## src/rtl/bank_request_router.sv

```systemverilog
// Routes host requests to NUM_BANKS single-port banks through a registered strobe stage
// and returns read data in request order through a first-word-fall-through response FIFO.
module bank_request_router #(
  parameter int ADDR_WIDTH = 6,
  parameter int DATA_WIDTH = 8,
  parameter int NUM_BANKS  = 4,
  parameter int INTERLEAVE = 0,
  parameter int RSP_DEPTH  = 4,
  localparam int SEL_W     = $clog2(NUM_BANKS),
  localparam int LOCAL_W   = ADDR_WIDTH - SEL_W
) (
  input  logic                            i_clk,
  input  logic                            i_rst_n,
  // Request handshake: a request transfers on a rising edge where i_req_valid and
  // o_req_ready are both high; o_req_ready never depends on i_req_valid or i_rready.
  input  logic                            i_req_valid,
  output logic                            o_req_ready,
  input  logic                            i_req_we,
  input  logic [ADDR_WIDTH-1:0]           i_address,
  input  logic [DATA_WIDTH-1:0]           i_wdata,
  output logic [NUM_BANKS-1:0]            o_bank_en,
  output logic                            o_bank_we,
  output logic [LOCAL_W-1:0]              o_bank_addr,
  output logic [DATA_WIDTH-1:0]           o_bank_wdata,
  input  logic [NUM_BANKS*DATA_WIDTH-1:0] i_bank_rdata,
  output logic                            o_rvalid,
  input  logic                            i_rready,
  output logic [DATA_WIDTH-1:0]           o_rdata,
  output logic                            o_busy
);

  localparam int PTR_W = (RSP_DEPTH > 1) ? $clog2(RSP_DEPTH) : 1;
  localparam int CNT_W = $clog2(RSP_DEPTH + 1);
  localparam logic [PTR_W-1:0] PTR_LAST = PTR_W'(RSP_DEPTH - 1);
  localparam logic [CNT_W:0]   DEPTH_C  = (CNT_W + 1)'(RSP_DEPTH);

  logic [SEL_W-1:0]      w_sel;
  logic [LOCAL_W-1:0]    w_local;
  logic [NUM_BANKS-1:0]  w_onehot;
  logic                  w_accept;
  logic                  w_push;
  logic                  w_pop;
  logic                  w_empty;
  logic [CNT_W:0]        w_inflight;
  logic [DATA_WIDTH-1:0] w_rdata_arr [NUM_BANKS];

  logic [NUM_BANKS-1:0]  r_bank_en;
  logic                  r_bank_we;
  logic [LOCAL_W-1:0]    r_bank_addr;
  logic [DATA_WIDTH-1:0] r_bank_wdata;
  logic                  r_s1_read;
  logic [SEL_W-1:0]      r_s1_bank;
  logic                  r_s1_read_d;
  logic [SEL_W-1:0]      r_s1_bank_d;

  logic [DATA_WIDTH-1:0] r_mem [RSP_DEPTH];
  logic [PTR_W-1:0]      r_wr_ptr;
  logic [PTR_W-1:0]      r_rd_ptr;
  logic [CNT_W-1:0]      r_count;

  generate
    if (INTERLEAVE == 0) begin : g_high_order
      assign w_sel   = i_address[ADDR_WIDTH-1 -: SEL_W];
      assign w_local = i_address[LOCAL_W-1:0];
    end else begin : g_low_order
      assign w_sel   = i_address[SEL_W-1:0];
      assign w_local = i_address[ADDR_WIDTH-1:SEL_W];
    end
  endgenerate

  always_comb begin
    w_onehot        = '0;
    w_onehot[w_sel] = 1'b1;
  end

  genvar k;
  generate
    for (k = 0; k < NUM_BANKS; k++) begin : g_rdata
      assign w_rdata_arr[k] = i_bank_rdata[k*DATA_WIDTH +: DATA_WIDTH];
    end
  endgenerate

  // Every read in a pipeline stage already owns a FIFO slot, so gating reads on the
  // total in-flight count makes overflow impossible without looking at i_rready.
  assign w_inflight  = {1'b0, r_count} + {{CNT_W{1'b0}}, r_s1_read} + {{CNT_W{1'b0}}, r_s1_read_d};
  assign o_req_ready = i_req_we | (w_inflight < DEPTH_C);
  assign w_accept    = i_req_valid & o_req_ready;

  assign w_empty = (r_count == '0);
  assign w_push  = r_s1_read_d;
  assign w_pop   = ~w_empty & i_rready;

  always_ff @(posedge i_clk or negedge i_rst_n) begin
    if (!i_rst_n) begin
      r_bank_en    <= '0;
      r_bank_we    <= 1'b0;
      r_bank_addr  <= '0;
      r_bank_wdata <= '0;
      r_s1_read    <= 1'b0;
      r_s1_bank    <= '0;
      r_s1_read_d  <= 1'b0;
      r_s1_bank_d  <= '0;
    end else begin
      r_bank_en   <= w_accept ? w_onehot : '0;
      r_s1_read   <= w_accept & ~i_req_we;
      r_s1_read_d <= r_s1_read;
      r_s1_bank_d <= r_s1_bank;
      if (w_accept) begin
        r_bank_we    <= i_req_we;
        r_bank_addr  <= w_local;
        r_bank_wdata <= i_wdata;
        r_s1_bank    <= w_sel;
      end
    end
  end

  always_ff @(posedge i_clk) begin
    if (w_push) begin
      r_mem[r_wr_ptr] <= w_rdata_arr[r_s1_bank_d];
    end
  end

  always_ff @(posedge i_clk or negedge i_rst_n) begin
    if (!i_rst_n) begin
      r_wr_ptr <= '0;
      r_rd_ptr <= '0;
      r_count  <= '0;
    end else begin
      if (w_push) begin
        r_wr_ptr <= (r_wr_ptr == PTR_LAST) ? '0 : r_wr_ptr + PTR_W'(1);
      end
      if (w_pop) begin
        r_rd_ptr <= (r_rd_ptr == PTR_LAST) ? '0 : r_rd_ptr + PTR_W'(1);
      end
      case ({w_push, w_pop})
        2'b10:   r_count <= r_count + CNT_W'(1);
        2'b01:   r_count <= r_count - CNT_W'(1);
        default: r_count <= r_count;
      endcase
    end
  end

  assign o_bank_en    = r_bank_en;
  assign o_bank_we    = r_bank_we;
  assign o_bank_addr  = r_bank_addr;
  assign o_bank_wdata = r_bank_wdata;
  assign o_rvalid     = ~w_empty;
  assign o_rdata      = w_empty ? '0 : r_mem[r_rd_ptr];
  assign o_busy       = r_s1_read | r_s1_read_d | ~w_empty;

endmodule

```

## config.mk

```make
export PLATFORM = sky130hd
export DESIGN_NAME = bank_request_router
export DESIGN_NICKNAME = d
export VERILOG_FILES = /design/src/rtl/bank_request_router.sv
export SDC_FILE = /design/constraint.sdc
export NUM_CORES = 1
export LEC_CHECK = 0
export CORE_ASPECT_RATIO = 1.25
export CORE_MARGIN = 1
export CORE_UTILIZATION = 35
export CTS_CLUSTER_DIAMETER = 50
export CTS_CLUSTER_SIZE = 12
export DETAILED_ROUTE_END_ITERATION = 10
export GPL_TIMING_DRIVEN = 0
export PLACE_DENSITY_LB_ADDON = 0.08
export SLEW_MARGIN = 20
export SYNTH_ARGS = -nofsm -noshare
export SYNTH_HDL_FRONTEND = slang
export SYNTH_SLANG_ARGS = --single-unit
```

## constraint.sdc

```tcl
create_clock -name i_clk -period 2.4 [get_ports i_clk]
set_input_delay 0.24 -clock i_clk [delete_from_list [all_inputs] [get_ports i_clk]]
set_output_delay 0.24 -clock i_clk [all_outputs]
set_load 0.02 [all_outputs]
```

==> flow_metrics.py, run 1 <==
# Physical implementation metrics
metrics = {
    "final_layout": {
        "most-common-layout-cells": "69 x clkdlybuf4s50_1, 32 x edfxtp_1, 30 x dfrtp_1",
        "ff_latch_area_um2": 1710,
        "final_layout_size_suffix_gt1_frac": 0.220,
        "final_cells": 338,
        "bufAreaShareNonClock": 0.224,
        "seq_cells": 62,
        "dominant-cell-class": "sequential cells",
        "clkbuf_count": 13,
        "fin_nets": 300,
    },
    "synth": {
        "top_area_frac": 0.360,
        "netlist_logic_family_top": "multiplexers",
        "synthArstFlopShare": 0.484,
        "edf_count": 32,
        "ys_sh_mux": 0.206,
        "flop_cell": "edfxtp_1",
        "top_cells_by_count": "32 x edfxtp_1, 30 x dfrtp_1, 16 x mux4_2, 15 x mux2_2, 12 x and2_1",
        "fa_ha_area_frac": 0.0403,
        "yosys.stat.seqShare": 0.641,
    },
    "timing": {
        "fin_skew_ps": 7.42,
        "slew_headroom": 0.540,
        "grt_setup_unrepaired": "no",
        "fmax_mhz": 436,
        "worst_pin_slew_ps": 690,
    },
    "critical_path": {
        "timing.rr.end": "r_count[2]$_DFFE_PN0P_",
        "r2r_cells": 9,
        "slowest_delay_ps": 530,
        "reg2reg_setup_slack_ps": 470,
        "arrival_ps": 2060,
        "start_kind": "flip-flop",
        "path_depth": 4,
        "critPathTopFamily": "buffers and inverters",
        "cp.buffers_inverters": 2,
        "crit_path_top_delay_cell": "clkdlybuf4s50_1",
    },
    "status": {
        "outcome": "finished, final reports clean",
    },
    "floorplanning": {
        "core_area_um2": 7360,
        "die_y_um": 99.6,
        "io_pins": 79,
    },
    "placed_design": {
        "dp_slack_ps": 245,
        "dp_hpwl_um": 3740,
    },
    "power_and_ir_drop": {
        "p_seq_frac": 0.381,
        "p_comb_frac": 0.398,
        "power_leader": "combinational logic",
        "ir_worst_vdd_v": 0.000548,
    },
    "global_routing": {
        "busiest_layer": "met2",
        "grt_max_degree": 31,
        "gr-total-overflow": 0,
        "grt_pass1_wl_um": 8410,
        "grt_pass1_vias": 1701,
    },
    "clock_tree": {
        "hold_buffers": 1,
        "clock-sinks": 62,
        "cts-root-buf": "clkbuf_8",
        "cts_resized": 4,
        "cts_buffers": 9,
        "postCtsSetupRepairBufs": 0,
        "clk_path_buf_depth": 2,
    },
    "routing": {
        "drt_iter0_drc": 70,
        "wl_um": 5100,
        "dr_total_vias": 1587,
        "wl_met3_um": 310,
        "drt_drc_violations_left": 0,
    },
    "run": {
        "warnings": 29,
    },
}
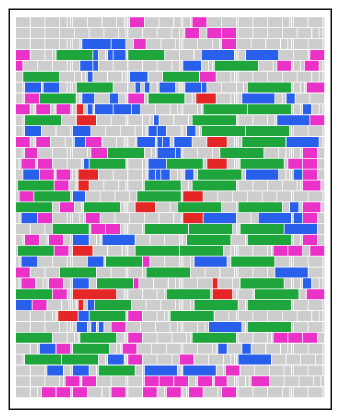
(run_1/class_map.png)
Scale: 4 px per um. Fill, decap, tap and diode cells in grey.
magenta -> remaining buffers and delay cells  # cells 85, share of their area 23%
blue -> remaining logic cells  # cells 83, share of their area 25%
red -> clock drivers and dummy loads  # cells 16, share of their area 5.5%
green -> sequential cells  # cells 62, share of their area 47%

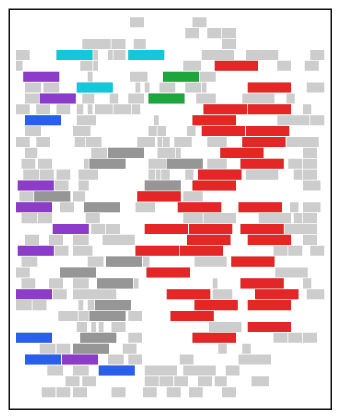
(run_1/ff_map.png)
Scale: 4 px per um. Other sequential cells in the stronger grey, the rest of the logic in the fainter grey.
green -> r_rd_ptr  # flops 2
purple -> o_bank_wdata  # flops 8
cyan -> r_count  # flops 3
red -> r_mem  # flops 32
blue -> o_bank_addr  # flops 4
not coloured = 13

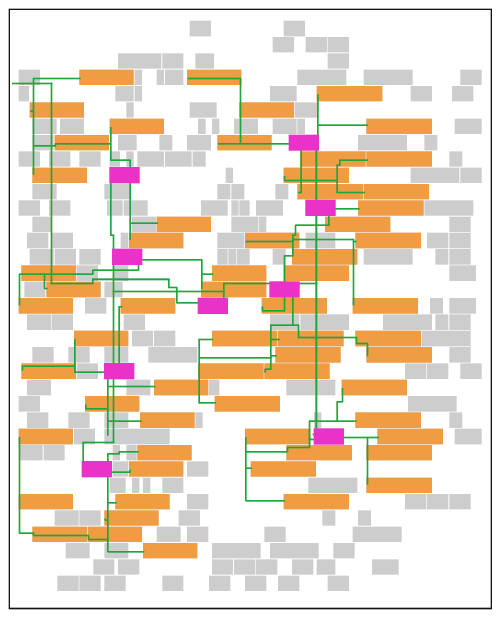
(run_1/clock_wires.png)
Scale: 6 px per um.
magenta -> clock-net drivers  # count 9
orange -> flip-flops  # count 62
green -> clock wires  # length 743 um
routed clock nets = 10
flops lie = all over the die

==> run_1/congestion_map.png <==
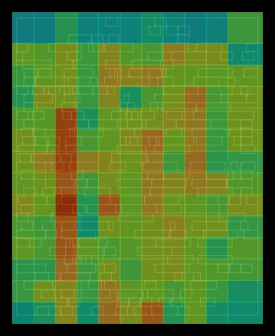

==> run 2, diff against run 1 <==
--- a/config.mk
+++ b/config.mk
@@ -12,7 +12,7 @@
 export CTS_CLUSTER_SIZE = 12
 export DETAILED_ROUTE_END_ITERATION = 10
 export GPL_TIMING_DRIVEN = 0
-export PLACE_DENSITY_LB_ADDON = 0.08
+export PLACE_DENSITY = 0.69
 export SLEW_MARGIN = 20
 export SYNTH_ARGS = -nofsm -noshare
 export SYNTH_HDL_FRONTEND = slang
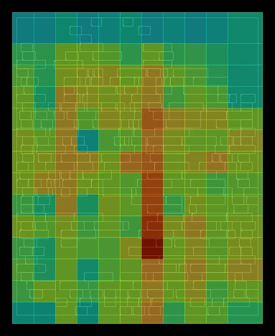
(run_2/congestion_map.png)
Util after Layout: 0.519
met1 Use GR: 0.158
Global Route Usage Sum: 0.144
met2 Use GR: 0.247
GRT met3 Usage: 0.0606

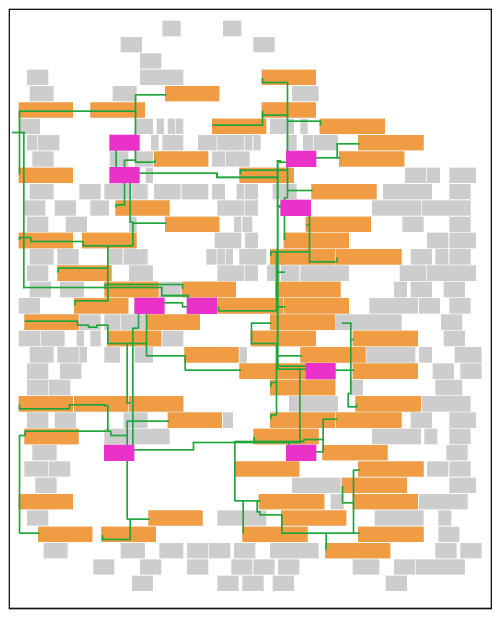
(run_2/clock_wires.png)
Scale: 6 px per um.
orange -> flip-flops  # count 62
green -> clock wires  # length 791 um
magenta -> clock-net drivers  # count 9
flops lie = all over the die

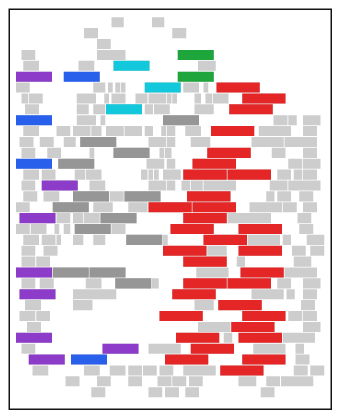
(run_2/ff_map.png)
Scale: 4 px per um. Other sequential cells in the stronger grey, the rest of the logic in the fainter grey.
blue -> o_bank_addr  # flops 4
green -> r_rd_ptr  # flops 2
purple -> o_bank_wdata  # flops 8
red -> r_mem  # flops 32
cyan -> r_count  # flops 3
register area: 1710 um^2
Sequential Power: 1.53 mW
sequential cell area share: 0.448

==> run 2 against run 1 <==
  * Synthesized cell count did not move
  * Sequential power about the same
  * Non-clock buffer count rose by 1
  * Combinational power rose by 3%
  * Cell count is 0.30% higher
  * Highest routed layer unchanged
  * Die size stayed put
  * Wire length is 2.7% higher
  * Clock power grew about 10%
  * Critical path type unchanged
  * Global-route usage down 0.19 points
==> flow_metrics.py, run 2 <==
# Physical implementation metrics
metrics = {
    "status": {
        "outcome": "finished, final reports clean",
    },
    "critical_path": {
        "start_kind": "flip-flop",
        "critPathTopFamily": "flip-flops",
        "reg2reg_setup_slack_ps": 460,
        "slowest_delay_ps": 460,
        "cp.buffers_inverters": 1,
        "timing.rr.end": "r_count[1]$_DFFE_PN0P_",
        "arrival_ps": 1990,
    },
    "final_layout": {
        "bufAreaShareNonClock": 0.226,
        "fin_nets": 301,
        "clkbuf_count": 9,
        "seq_cells": 62,
        "final_cells": 339,
        "dominant-cell-class": "sequential cells",
        "most-common-layout-cells": "67 x clkdlybuf4s50_1, 32 x edfxtp_1, 30 x dfrtp_1",
    },
    "timing": {
        "fin_skew_ps": 8.59,
        "grt_setup_unrepaired": "no",
        "fmax_mhz": 448,
        "worst_pin_slew_ps": 672,
    },
    "synth": {
        "synthArstFlopShare": 0.484,
        "top_cells_by_count": "32 x edfxtp_1, 30 x dfrtp_1, 16 x mux4_2, 15 x mux2_2, 12 x and2_1",
        "ys_sh_mux": 0.206,
        "flop_cell": "edfxtp_1",
        "yosys.stat.seqShare": 0.641,
        "netlist_logic_family_top": "multiplexers",
        "edf_count": 32,
    },
    "global_routing": {
        "grt_pass1_vias": 1779,
        "grt_pass1_wl_um": 8310,
    },
    "placed_design": {
        "dp_hpwl_um": 3740,
    },
    "clock_tree": {
        "clock-sinks": 62,
        "cts_resized": 5,
        "cts-root-buf": "clkbuf_8",
    },
    "power_and_ir_drop": {
        "p_seq_frac": 0.362,
    },
    "floorplanning": {
        "core_area_um2": 7360,
        "die_y_um": 99.6,
    },
    "routing": {
        "drt_drc_violations_left": 0,
        "wl_met3_um": 430,
        "dr_total_vias": 1599,
    },
}
No activity file was given, so power comes from the tool's default toggle rates.
